File: config.mk
export PLATFORM = sky130hd
export DESIGN_NAME = aes_result_buffer
export DESIGN_NICKNAME = d
export VERILOG_FILES = /design/src/rtl/aes_pkg.sv /design/src/rtl/aes_result_buffer.sv
export SDC_FILE = /design/constraint.sdc
export NUM_CORES = 1
export LEC_CHECK = 0
export ABC_AREA = 1
export CELL_PAD_IN_SITES_DETAIL_PLACEMENT = 1
export CELL_PAD_IN_SITES_GLOBAL_PLACEMENT = 2
export CORE_ASPECT_RATIO = 0.8
export CORE_MARGIN = 2
export CORE_UTILIZATION = 37
export CTS_BUF_LIST = sky130_fd_sc_hd__clkbuf_8
export DETAILED_ROUTE_END_ITERATION = 8
export MAX_ROUTING_LAYER = met4
export PLACE_DENSITY = 0.88
export SKIP_CTS_REPAIR_TIMING = 1
export SYNTH_ARGS = -nofsm -noshare
export SYNTH_HDL_FRONTEND = slang
export SYNTH_SLANG_ARGS = --single-unit
File: constraint.sdc
create_clock -name HCLK -period 7.2 [get_ports HCLK]
set_clock_uncertainty 0.15 [all_clocks]
set_input_delay 2.16 -clock HCLK [delete_from_list [all_inputs] [get_ports HCLK]]
set_output_delay 2.16 -clock HCLK [all_outputs]
set_load 0.02 [all_outputs]
File: src/rtl/aes_pkg.sv
// Shared AES constants and word-selection helper, also used by the AHB slave
// address decode.
package aes_pkg;

    localparam int AES_BLOCK_W         = 128;
    localparam int AES_WORD_W          = 32;
    localparam int AES_WORDS_PER_BLOCK = 4;

    typedef logic [1:0] word_idx_t;

    // Word 0 is the most significant word of the block.
    function automatic logic [AES_WORD_W-1:0] word_sel(
        input logic [AES_BLOCK_W-1:0] blk,
        input word_idx_t              idx
    );
        logic [AES_WORD_W-1:0] w;
        case (idx)
            2'd0:    w = blk[127:96];
            2'd1:    w = blk[95:64];
            2'd2:    w = blk[63:32];
            2'd3:    w = blk[31:0];
            default: w = 32'd0;
        endcase
        return w;
    endfunction

endpackage

File: src/rtl/aes_result_buffer.sv
// Block FIFO between the AES datapath and the bus reader: stores 128-bit
// results and serves them as 32-bit words, MSB word first.
module aes_result_buffer
    import aes_pkg::*;
#(
    parameter int DEPTH = 4
) (
    input  logic                       HCLK,
    input  logic                       HRESETn,
    input  logic                       res_valid,
    input  logic [AES_BLOCK_W-1:0]     res_data,
    output logic                       res_ready,
    input  logic                       rd_en,
    output logic [AES_WORD_W-1:0]      rd_data,
    output logic                       rd_valid,
    input  logic                       clear,
    output logic [$clog2(DEPTH+1)-1:0] count,
    output logic                       full,
    output logic                       empty,
    output logic                       overflow,
    output logic                       underflow
);

    localparam int PTR_W = $clog2(DEPTH);
    localparam int CNT_W = $clog2(DEPTH + 1);

    logic [AES_BLOCK_W-1:0] mem_r [DEPTH];
    logic [PTR_W-1:0]       wr_ptr_r, wr_ptr_s;
    logic [PTR_W-1:0]       rd_ptr_r, rd_ptr_s;
    word_idx_t              idx_r, idx_s;
    logic [CNT_W-1:0]       count_r, count_s;
    logic                   overflow_r, overflow_s;
    logic                   underflow_r, underflow_s;
    logic                   full_s, empty_s, push_s, pop_s, retire_s;

    // Flags come from the registered count only, so a same-cycle retire
    // never opens space for a push.
    assign full_s   = (count_r == CNT_W'(DEPTH));
    assign empty_s  = (count_r == {CNT_W{1'b0}});
    assign push_s   = res_valid && !full_s && !clear;
    assign pop_s    = rd_en && !empty_s && !clear;
    assign retire_s = pop_s && (idx_r == 2'd3);

    // Next-state computation for pointers, word index, count and sticky flags.
    always_comb begin
        wr_ptr_s    = wr_ptr_r;
        rd_ptr_s    = rd_ptr_r;
        idx_s       = idx_r;
        count_s     = count_r;
        overflow_s  = overflow_r;
        underflow_s = underflow_r;
        if (clear) begin
            wr_ptr_s    = {PTR_W{1'b0}};
            rd_ptr_s    = {PTR_W{1'b0}};
            idx_s       = 2'd0;
            count_s     = {CNT_W{1'b0}};
            overflow_s  = 1'b0;
            underflow_s = 1'b0;
        end else begin
            if (push_s) begin
                wr_ptr_s = wr_ptr_r + PTR_W'(1);
            end else begin
                wr_ptr_s = wr_ptr_r;
            end
            if (res_valid && full_s) begin
                overflow_s = 1'b1;
            end else begin
                overflow_s = overflow_r;
            end
            if (rd_en && empty_s) begin
                underflow_s = 1'b1;
            end else begin
                underflow_s = underflow_r;
            end
            if (pop_s) begin
                idx_s = idx_r + 2'd1;
            end else begin
                idx_s = idx_r;
            end
            if (retire_s) begin
                rd_ptr_s = rd_ptr_r + PTR_W'(1);
            end else begin
                rd_ptr_s = rd_ptr_r;
            end
            case ({push_s, retire_s})
                2'b10:   count_s = count_r + CNT_W'(1);
                2'b01:   count_s = count_r - CNT_W'(1);
                default: count_s = count_r;
            endcase
        end
    end

    // Control state register with asynchronous reset.
    always_ff @(posedge HCLK or negedge HRESETn) begin
        if (!HRESETn) begin
            wr_ptr_r    <= {PTR_W{1'b0}};
            rd_ptr_r    <= {PTR_W{1'b0}};
            idx_r       <= 2'd0;
            count_r     <= {CNT_W{1'b0}};
            overflow_r  <= 1'b0;
            underflow_r <= 1'b0;
        end else begin
            wr_ptr_r    <= wr_ptr_s;
            rd_ptr_r    <= rd_ptr_s;
            idx_r       <= idx_s;
            count_r     <= count_s;
            overflow_r  <= overflow_s;
            underflow_r <= underflow_s;
        end
    end

    // Block storage; contents are don't-care until covered by count.
    always_ff @(posedge HCLK) begin
        if (push_s) begin
            mem_r[wr_ptr_r] <= res_data;
        end
    end

    assign res_ready = !full_s;
    assign rd_valid  = !empty_s;
    assign rd_data   = empty_s ? 32'd0 : word_sel(mem_r[rd_ptr_r], idx_r);
    assign count     = count_r;
    assign full      = full_s;
    assign empty     = empty_s;
    assign overflow  = overflow_r;
    assign underflow = underflow_r;

endmodule
==> flow_summary.ini, run 1 <==
; yosys + openroad results
[power]
power_density_mw_per_mm2 = 263
p_seq_mw = 3.46
p_int_mw = 4.92
p_switching_mw = 1.72
switching_share_pct = 25.9

[synth]
syn-cell-area_sq_mm = 0.0211
ff_type = edfxtp_1
ys_seq_share_pct = 74.0
ys_types = 20
syn_avg_cell_area_sq_um = 11.8

[placement]
place_inst = 2647
pre_cts_ws_ns = 1.71

[route]
dr_wl_met3_mm = 4.40

[clock_network]
cts_tree = done
path_clk_slew_ns = 0.06

[critical_path]
arrival_ns = 3.90
worstSetupPathType = flip-flop to output pin
r2r_cells = 7
reg2reg_from = count[0]
ff2ff_setup_slack_ns = 4.10

[grt]
met2_usage_pct = 31.7
grt_pass1_wl_mm = 89.9

[floorplan]
die_area_sq_mm = 0.0591
io_pins = 174

[cells_and_area]
comb-cell-share_pct = 19.4
diodes = 23
comb_cells = 1150
design.seq.count = 523
post_route_cells_drive_above_1_share_pct = 6.84

[status]
status = finished clean

[sta]
max_slew.worst_pin.slew_ns = 1.05
run 1: synthesized netlist by cell type (3+ instances only):
| library cell | n | area, sq um |
|---|---|---|
| edfxtp_1 | 512 | 15400 |
| nor2_1 | 427 | 1600 |
| nand2_1 | 345 | 1290 |
| o21ai_0 | 190 | 951 |
| nand3_1 | 100 | 500 |
| o21ai_1 | 71 | 355 |
| clkbuf_1 | 47 | 176 |
| buf_2 | 23 | 115 |
| inv_1 | 20 | 75.1 |
| buf_1 | 13 | 48.8 |
| buf_6 | 12 | 135 |
| dfrtp_1 | 11 | 275 |
| ha_1 | 8 | 100 |
| buf_4 | 7 | 52.6 |
| a21oi_1 | 5 | 25.0 |
| nand4_1 | 3 | 18.8 |
run 1: worst max-delay path, stage by stage, from the launching register on:
cell and delay, ns:
dfrtp_4 0.69, buf_12 0.75, nor2_1 0.12, nor2_1 0.13, o21ai_0 0.09, nand2_1 0.08
nand2_1 0.11, nand2_1 0.16, nor2_1 0.05, nor2_1 0.21, clkdlybuf4s50_1 0.66
run 1: placed cells by master (no fill, tap or decap):
| cell | count |
|---|---|
| inv_6 | 4 |
| o21ai_1 | 71 |
| diode_2 | 23 |
| nand3_1 | 100 |
| nand2_1 | 345 |
| nand4_1 | 3 |
| clkinv_2 | 14 |
| dfrtp_4 | 2 |
| nor2_4 | 4 |
| ha_1 | 6 |
| buf_12 | 10 |
| bufinv_16 | 1 |
| buf_4 | 9 |
| clkdlybuf4s50_1 | 173 |
| edfxtp_1 | 512 |
| inv_4 | 1 |
| nor2_1 | 423 |
| clkbuf_8 | 90 |
| inv_8 | 1 |
| clkinvlp_4 | 2 |
| a21oi_1 | 5 |
| ha_2 | 2 |
| inv_1 | 48 |
| dfrtp_1 | 9 |
| o21ai_0 | 190 |
| fa_1 | 1 |
| clkinv_1 | 21 |
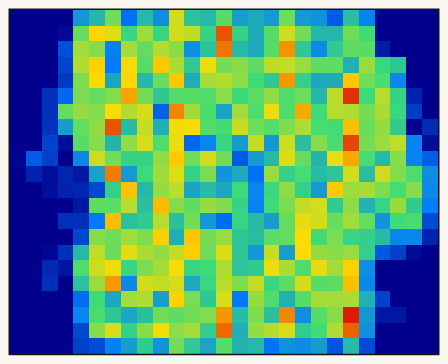
Figure 1: run 1, local utilization.
The die is cut into 27 by 22 equal tiles; dark blue is low, red is high, 0 to 100% covered.
- tiles over 75% full: 6.2%
- nearly empty tiles: 18%
- mean over tiles: 41%
- fullest tile: 97%
Finished Core Util: 44.6%
Initial Util: 37.4%
core area: 0.0566 sq mm

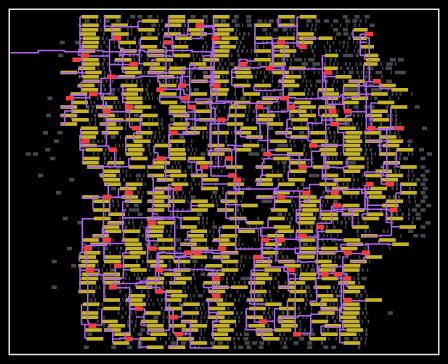
Figure 2: run 1, routed clock nets over the placement.
- flip-flops: yellow (count 523)
- cells driving clock nets: red (count 88)
- clock wires: purple (length 6,760 microns)
- routed clock nets: 89
clock share of power: 36.2%
Clk. pwr: 2.40 mW
clk latency late pin: 0.68 ns

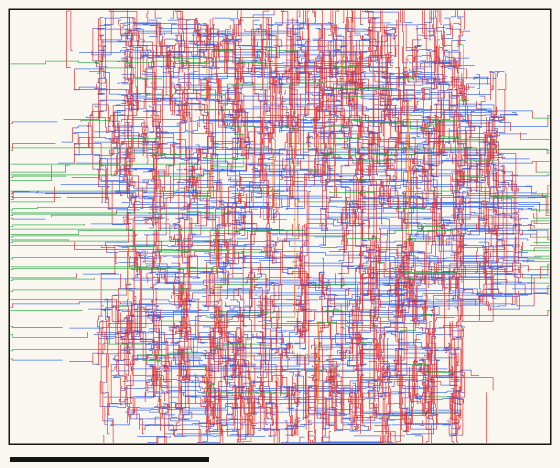
Figure 3: run 1, metal layers overlaid.
Bar = 100 microns.
- met2: red (wire length 27.0 mm)
- met3: green (wire length 4,400 microns)
- met1: blue (wire length 26.7 mm)
- met4: orange (wire length 998 microns)
Tot GR Track Use: 20.7%
drt wl/cell: 20.9 microns

==> run 2, diff against run 1 <==
--- a/config.mk
+++ b/config.mk
@@ -15,6 +15,7 @@
 export DETAILED_ROUTE_END_ITERATION = 8
 export MAX_ROUTING_LAYER = met4
 export PLACE_DENSITY = 0.88
+export REMOVE_ABC_BUFFERS = 1
 export SKIP_CTS_REPAIR_TIMING = 1
 export SYNTH_ARGS = -nofsm -noshare
 export SYNTH_HDL_FRONTEND = slang
==> run 2 against run 1 <==
Against the previous run:
- die size unchanged
- final cell count fell by 0.53%
- core utilization about the same
- clock power hardly changed
- hold slack got worse by 0.0062 ns
==> flow_summary.ini, run 2 <==
; yosys + openroad results
[power]
switching_share_pct = 25.4
p_switching_mw = 1.69
clkPwrFrac_pct = 36.2
p_seq_mw = 3.46
p_int_mw = 4.94

[critical_path]
worstPathCellList = inv_8, buf_4, o21ai_0, nand2_1, nand2_1, nand2_1, nor2_1, nor2_1, clkdlybuf4s50_1
worst-path-stages = 9
r2r_cells = 7
cp_num_buf_inv = 3
worstSetupPathType = flip-flop to output pin
cp_slowest_stage_delay_ns = 0.65
arrival_ns = 3.67
crit_slowest_cell = clkdlybuf4s50_1

[synth]
common_cells = edfxtp_1 (512), nor2_1 (427), nand2_1 (345), o21ai_0 (190), nand3_1 (100)
ff_type = edfxtp_1
syn_avg_cell_area_sq_um = 11.8
syn-cell-area_sq_mm = 0.0211
area_leaders = edfxtp_1 (73%), nor2_1 (7.6%), nand2_1 (6.1%)

[clock_network]
path_clk_slew_ns = 0.06
clk_latency_ns = 0.66

[cells_and_area]
layout_top_cell = edfxtp_1
lay_top_cells = edfxtp_1 (512), nor2_1 (423), nand2_1 (344)

[floorplan]
core_sq_mm = 0.0566
die_area_sq_mm = 0.0591

[placement]
place_inst = 2652

[status]
status = finished clean

[grt]
grt_pass1_wl_mm = 86.0
-- run 2: cell types whose count changed in the layout (fill, tap and decap cells not counted), sizes merged --
cell / before / now
clkbuf: 90 / 87
buf: 19 / 24
clkinv: 35 / 31
bufinv: 1 / 3
inv: 54 / 49
diode: 23 / 13
-- run 2: cell type report --
cell class,instances,share of cell area [%]
timing repair buffer,197,8.03
clock buffer,87,4.75
antenna,13,0.129
multi-input combinational,1150,19.5
inverter,22,0.367
tap,760,3.77
sequential,523,62.1
clock inverter,63,1.36
-- run 2: logic make-up (layout without fill, tap and decap cells) --
| kind of cell | after synthesis | after routing | share of synthesized area [%] |
|---|---|---|---|
| simple gates | 875 | 875 | 16.2 |
| flops | 523 | 523 | 74.0 |
| compound gates | 266 | 266 | 6.30 |
| buf+inv | 125 | 369 | 2.96 |
| fa+ha+maj | 9 | 9 | 0.568 |
| other cells | 0 | 13 | 0 |
-- run 2: path summary, 6_finish.rpt --
| check | start | end | slack (ns) |
|---|---|---|---|
| max reg2reg | count[0] | mem_r[1][16] | 4.33 |
| min in group asynchronous | HRESETn | overflow | 1.71 |
| min reg2reg | underflow | underflow | 0.37 |
| max | rd_ptr_r[0] | rd_data[20] | 1.22 |
| max in group asynchronous | HRESETn | rd_ptr_r[0] | 4.75 |
| min | underflow | underflow | 0.37 |
-- run 2: through the flow --
step	worst slack, ns	hold slack [ns]	util (%)
after floorplan	-3.25	0.353	-
after global placement	1.93	0.356	41.8
after detailed placement	1.93	0.364	41.8
after CTS	1.19	0.374	44.5
after global routing	0.970	0.397	44.5
final	1.22	0.365	44.5
-- run 2: routing by layer --
layer	wire length (microns)	track usage (%)
met1	24100	24.0
met2	27200	32.0
met3	3820	5.82
met4	1140	5.59
met5	0	-
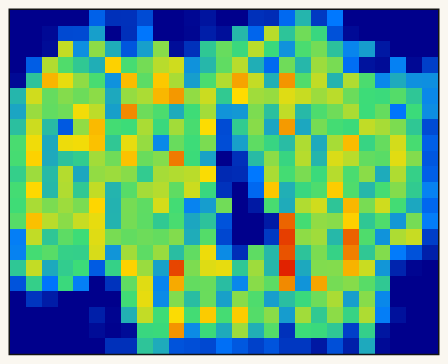
Figure 4: run 2, local utilization.
The die is cut into 27 by 22 equal tiles; dark blue is low, red is high, 0 to 100% covered.
- densest ninth of the die: left middle
- mean over tiles: 41%
- tiles over 75% full: 6.6%
Finished Core Util: 44.5%

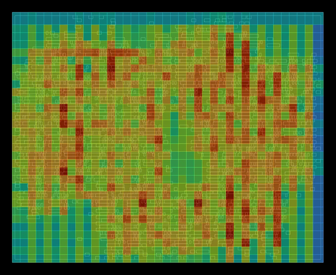
Figure 5: run 2, congestion heat map.
met2 usage: 32.0%
Tot GR Track Use: 19.7%
met3 usage: 5.82%
drt wl/cell: 20.0 microns
gr busiest metal: met2

No activity file was given, so power comes from the tool's default toggle rates.
